Design inv_butterfly_pipe, sky130hd; sources not shown.
pdn.png
Pins as bars on the die edge.
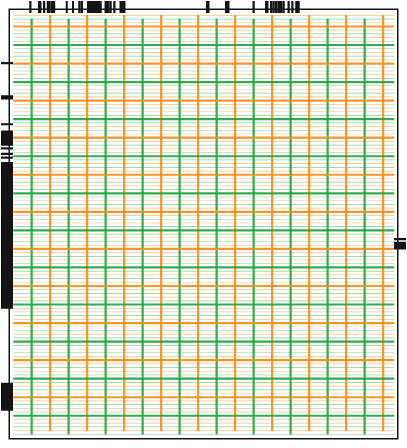
VSS: drawn in green. VDD: drawn in orange.
167 signal pins sit on the boundary. The core has 113 rows. 114 met1 rails follow the rows. 20 straps on met4. 22 straps on met5.
horizontal extent of the die: 284 µm
overall die height: 314 µm
VDD IR max: 0.575 mV

zoom.png
Region (46, 210) to (96, 260) µm. Cells in grey, sequential cells in the stronger grey; small squares are vias.
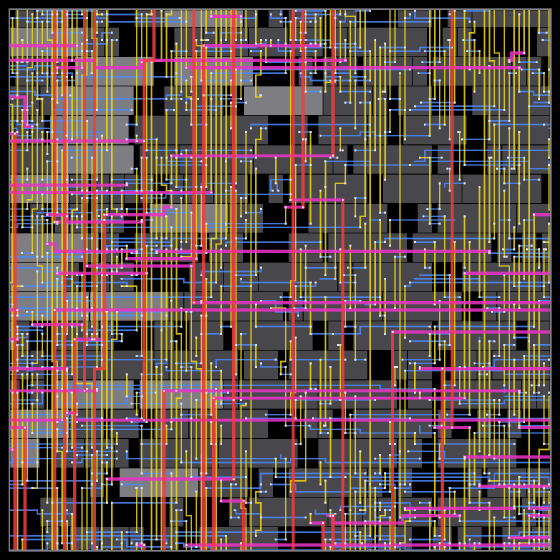
met4: drawn in red. met3: drawn in magenta. met2: drawn in yellow. met1: drawn in blue.
215 logic cells have their middle in the window. Sequential cells in the window: 18. Most frequent: fa_1 (39), inv_1 (35), nand2_1 (27).

final_clocks.png
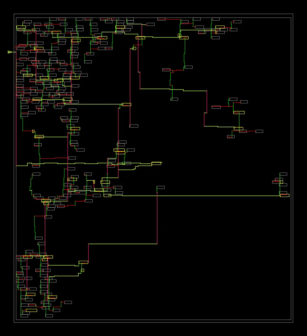
num sequential: 240
worst clock skew: 34.7 ps
insertion delay at the late pin of the worst-skew pair: 670 ps
count of clock buffers in the final design: 35
total clock sinks: 240

registers.png
Other sequential cells in the stronger grey, the rest of the logic in the fainter grey.
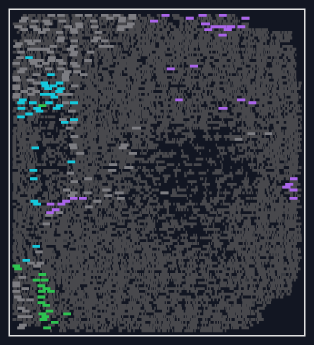
s1_w: drawn in purple, placed flops 32. s1_sum: drawn in cyan, placed flops 34. u_mult.pi: drawn in green, placed flops 20, where bottom left.
Another 154 sequential cells are not coloured.
Power Sequential: 1.63 mW
fraction of area in registers: 0.0811
utilization after layout: 0.698
sequential cell area: 4860 µm²

==> results.json <==
{
  "hold_slack_ps": 463,
  "worst_ep_required_time_ps": 9690,
  "worst_r2r_path_depth": 31,
  "clockBufferDepth": 3,
  "critical-path-top-delay-family": "adder cells",
  "design.final.nets": 8271,
  "numPortBuffers": 166,
  "layout.cells.most_common": "inv_1",
  "synthesis.nets": 8086,
  "dr_wl_met2_um": 84800,
  "p_seq_frac": 0.085,
  "viasPerCell": 6.04,
  "largest_fanout_on_the_critical_path": 10,
  "ctsHoldBuffers": 0,
  "ys.flop_type": "dfxtp_1",
  "drc": 0,
  "finalWeightedCongestion": 1.08,
  "synth_flops": 240,
  "clock_power_share": 0.065,
  "outcome": "complete, no violations",
  "number_of_antenna_violations_at_the_first_check_in_global_routing": 24,
  "drt-met1-wl_um": 67100,
  "power_switching_share": 0.562,
  "intPower_mw": 8.46,
  "tns_ps": 0,
  "timing.setup.critical_path_class": "flip-flop to flip-flop",
  "lay_top_cells": "inv_1 (1330), fa_1 (1107), nand2_1 (865)",
  "power.leakage_nw": 30.0,
  "totalWireLength_um": 198000,
  "core.rowCount": 113,
  "synth.yosys.seq_area_share": 0.0868,
  "dr.first_iter.drc_count": 4747,
  "grt_max_degree": 17,
  "cts-root-buf": "clkbuf_16",
  "r2r_slack_ps": 180,
  "drt_first_pass_iters": 8,
  "critical-path-slowest-cell": "dfxtp_2",
  "synth-warning-count": 0,
  "synthSimpleGateAreaFrac": 0.165,
  "pwr-share-comb": 0.851,
  "maxClockFrequency_mhz": 111,
  "initial_core_util": 0.644,
  "synthArstFlopShare": 0,
  "fillCellCount": 6853,
  "startpoint_type": "flip-flop",
  "worst_ep_arrival_time_ps": 9510,
  "ys_sh_mux": 0.000181,
  "synth_xor_xnor_area_share": 0.0394,
  "grt_pass1_wl_um": 298000,
  "yosys-stat-area_um2": 55400,
  "cap_violations": 0,
  "post-cts-setup-buffer-count": 0
}
-- area by class of cell --
class	count	area, µm²	area share
timing repair buffer	168	1680	0.0281
buffer	292	1440	0.0240
tap	1150	1440	0.0240
multi-input combinational	4529	44500	0.742
clock buffer	35	811	0.0135
inverter	1333	5010	0.0836
sequential	240	4860	0.0811
antenna	29	72.6	0.00121
clock inverter	9	144	0.00240
-- Yosys cell counts, types with 79 or more instances --
cell type | number | area share
clkbuf_1 | 298 | 0.020
o21ai_0 | 134 | 0.012
and2_1 | 476 | 0.054
xnor2_1 | 170 | 0.027
nor2_1 | 295 | 0.020
xor2_1 | 79 | 0.012
dfxtp_1 | 240 | 0.087
ha_1 | 468 | 0.11
nand2_1 | 865 | 0.059
inv_1 | 1332 | 0.090
fa_1 | 1108 | 0.40
a21oi_1 | 234 | 0.021
Power figures rest on the tool's default switching activity, not on a simulated workload.
